### src/rtl/decoder_grant_arbiter.sv
// Four-requester round-robin arbiter driving the select pair of a 2-to-4
// active-low decoder, with a bounded hold time and one idle cycle between grants.
//
// state | meaning
// IDLE  | no owner; gnt_n all high, s1:s0 keep the last granted index
// GRANT | agent s1:s0 owns the decoder; hold_cnt counts visible grant cycles
module decoder_grant_arbiter #(
    parameter int HOLD_MAX = 8,
    parameter int CNT_W    = 8
) (
    input  logic       clk,
    input  logic       rst_n,
    input  logic [3:0] req,
    output logic       s0,
    output logic       s1,
    output logic [3:0] gnt_n,
    output logic       busy,
    output logic       timeout
);

    typedef enum logic {
        IDLE  = 1'b0,
        GRANT = 1'b1
    } state_t;

    state_t             state, state_nx;
    logic [1:0]         sel, sel_nx;
    logic [1:0]         last_ptr, last_ptr_nx;
    logic [CNT_W-1:0]   hold_cnt, hold_cnt_nx;
    logic [3:0]         gnt_n_nx;
    logic               busy_nx, timeout_nx;
    logic [1:0]         winner, cand;
    logic               found;

    assign s0 = sel[0];
    assign s1 = sel[1];

    always_ff @(posedge clk or negedge rst_n) begin
        if (!rst_n) begin
            state    <= IDLE;
            sel      <= 2'd0;
            last_ptr <= 2'd3;
            hold_cnt <= '0;
            gnt_n    <= 4'b1111;
            busy     <= 1'b0;
            timeout  <= 1'b0;
        end else begin
            state    <= state_nx;
            sel      <= sel_nx;
            last_ptr <= last_ptr_nx;
            hold_cnt <= hold_cnt_nx;
            gnt_n    <= gnt_n_nx;
            busy     <= busy_nx;
            timeout  <= timeout_nx;
        end
    end

    // Scan starts just past the last owner; k=4 wraps back onto last_ptr itself,
    // so the previous owner is considered last.
    always_comb begin
        winner = last_ptr;
        found  = 1'b0;
        cand   = last_ptr;
        for (int k = 1; k <= 4; k++) begin
            cand = last_ptr + 2'(k);
            if (!found && req[cand]) begin
                winner = cand;
                found  = 1'b1;
            end
        end
    end

    always_comb begin
        state_nx    = state;
        sel_nx      = sel;
        last_ptr_nx = last_ptr;
        hold_cnt_nx = hold_cnt;
        gnt_n_nx    = gnt_n;
        busy_nx     = busy;
        timeout_nx  = 1'b0;
        case (state)
            IDLE: begin
                gnt_n_nx = 4'b1111;
                busy_nx  = 1'b0;
                if (|req) begin
                    state_nx    = GRANT;
                    sel_nx      = winner;
                    gnt_n_nx    = ~(4'b0001 << winner);
                    busy_nx     = 1'b1;
                    hold_cnt_nx = CNT_W'(1);
                end
            end
            GRANT: begin
                // Owner release wins over the hold limit, so timeout stays low then.
                if (!req[sel] || (hold_cnt == CNT_W'(HOLD_MAX))) begin
                    state_nx    = IDLE;
                    gnt_n_nx    = 4'b1111;
                    busy_nx     = 1'b0;
                    last_ptr_nx = sel;
                    hold_cnt_nx = '0;
                    timeout_nx  = req[sel];
                end else begin
                    hold_cnt_nx = hold_cnt + CNT_W'(1);
                end
            end
            default: begin
                state_nx = IDLE;
            end
        endcase
    end

endmodule

### config.mk
export PLATFORM = sky130hd
export DESIGN_NAME = decoder_grant_arbiter
export DESIGN_NICKNAME = d
export VERILOG_FILES = /design/src/rtl/decoder_grant_arbiter.sv
export SDC_FILE = /design/constraint.sdc
export NUM_CORES = 1
export LEC_CHECK = 0
export ABC_AREA = 1
export CAP_MARGIN = 0
export CORE_UTILIZATION = 45
export CTS_BUF_LIST = sky130_fd_sc_hd__clkbuf_8 sky130_fd_sc_hd__clkbuf_16
export DETAILED_ROUTE_END_ITERATION = 8
export PLACE_DENSITY = 0.66
export SYNTH_ARGS = -nofsm -noshare
export SYNTH_HDL_FRONTEND = slang
export SYNTH_SLANG_ARGS = --single-unit
### constraint.sdc
create_clock -name clk -period 2.8 [get_ports clk]
set_input_delay 0.56 -clock clk [delete_from_list [all_inputs] [get_ports clk]]
set_output_delay 0.56 -clock clk [all_outputs]
set_load 0.02 [all_outputs]
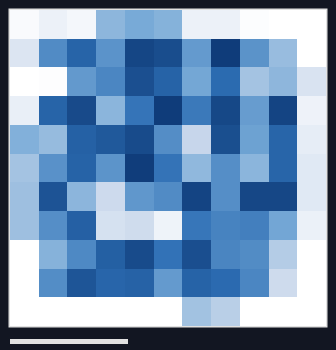
Fig. 1. Cell density map.
Scale bar: 20 µm. 11 x 11 tiles, from white (low) to dark blue (high), 0 to 100% covered.
fullest tile: 95%
tiles over 75% full: 27%
nearly empty tiles: 16%
mean over tiles: 48%
post-route core utilization: 56.41%
area of the placeable core: 2477 µm²
floorplan core density: 47.98%

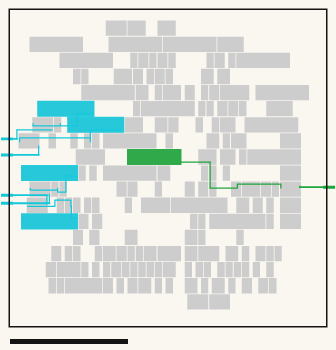
Fig. 2. Port wiring.
Scale bar: 20 µm.
[green] `s0` | bits: 1 | direction: output | edge: right | end cells: 1 | buffers: 1 | wire: 26.9 µm
[cyan] `gnt_n` | bits: 4 | direction: output | edge: left | end cells: 4 | buffers: 4 | wire: 86.0 µm

==> flow_metrics.rpt <==
==== FLOW RESULTS ====
----------------------------------------------------
[Die]
  Count of boundary I/O pins ........................ 14

[Yosys]
  Share of synthesized cell area in and-or and or-and compound cells ........................ between 8 and 9%
  Yosys warnings ........................ 0

[Hold path]
  Startpoint of the most critical hold path ........................ busy

[Clock tree]
  Number of levels the H-tree was split into ........................ 1
  Clock sink count ........................ 19

[Timing]
  Headroom to the max-slew limit ........................ between 40% and 50%
  Final Hold Slack ........................ ~0.49 ns
  Setup slack of the critical path after layout ........................ around 0.84 ns
  Clock period minus worst slack ........................ about 2.0 ns
  Achievable clock frequency ........................ between 500 and 600 MHz
  Skew final ........................ 0.005920 ns

[GRT]
  Met1 track demand over resource ........................ a little under a third

[Outcome]
  Status ........................ finished, final reports clean

[Detailed routing]
  Detailed route wirelength on metal3 ........................ 160 µm
  Mean routed wirelength per cell ........................ 12.86 µm
  Total number of vias ........................ 1084
  Total Wirelength ........................ around 2700 µm
  Drt pass-1 iters ........................ 5

[Placed design]
  Cell area after placement ........................ 1349 µm²

[Worst setup path]
  CP top delay family ........................ buffers and inverters
  CP max stage cell ........................ sky130_fd_sc_hd__clkdlybuf4s50_1

[Cells and area]
  Area added between synthesis and finish ........................ 17.58%

----------------------------------------------------
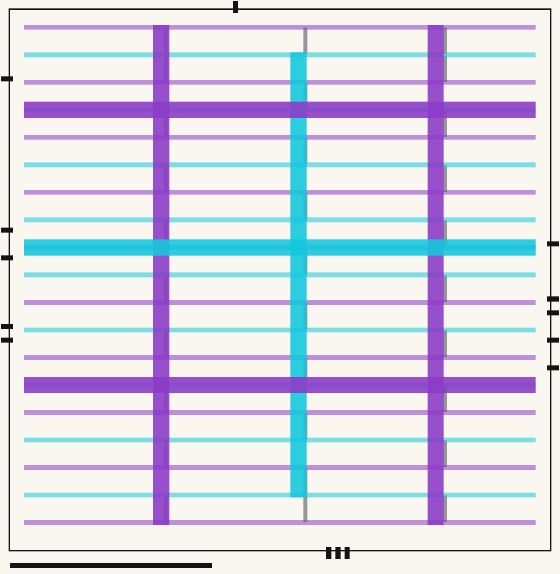
Fig. 3. Power grid.
Scale bar: 20 µm. Pins as bars on the die edge. Tap cells in gray.
[cyan] VDD
[purple] VSS
tap cells: 30
met1 rails: 19
rows: 18
IR drop worst, VDD: 0.7551 mV
Chip Width: 53.40 µm
DIE HEIGHT: 53.40 µm

sequential cells by signal, indices dropped and copies added, names as in the netlist:
register	flops
last_ptr	2
busy	1
gnt_n	4
state	1
timeout	1
sel	2
hold_cnt	8
layout by cell type (no fill, tap or decap), drive strengths merged, types with 2 or more instances in the layout:
cell,instances
a21oi,2
clkbuf,3
clkdlybuf4s50,13
dfrtp,13
dfstp,6
ha,2
inv,19
nand2,53
nand3,15
nand4,4
nor2,19
nor3,2
o21ai,13
o22ai,2
xor2,5
cell type report:
| type | count | area, µm² |
|---|---|---|
| flip-flops and latches | 19 | 483.0 |
| clock buffers | 3 | 41.29 |
| multi-input cells | 122 | 626.9 |
| fillers | 245 | 1080 |
| well taps | 30 | 37.54 |
| inverters | 19 | 71.32 |
| repair buffers | 13 | 130.1 |
| clock inverters | 1 | 7.507 |
Power and IR drop assume default switching activity.
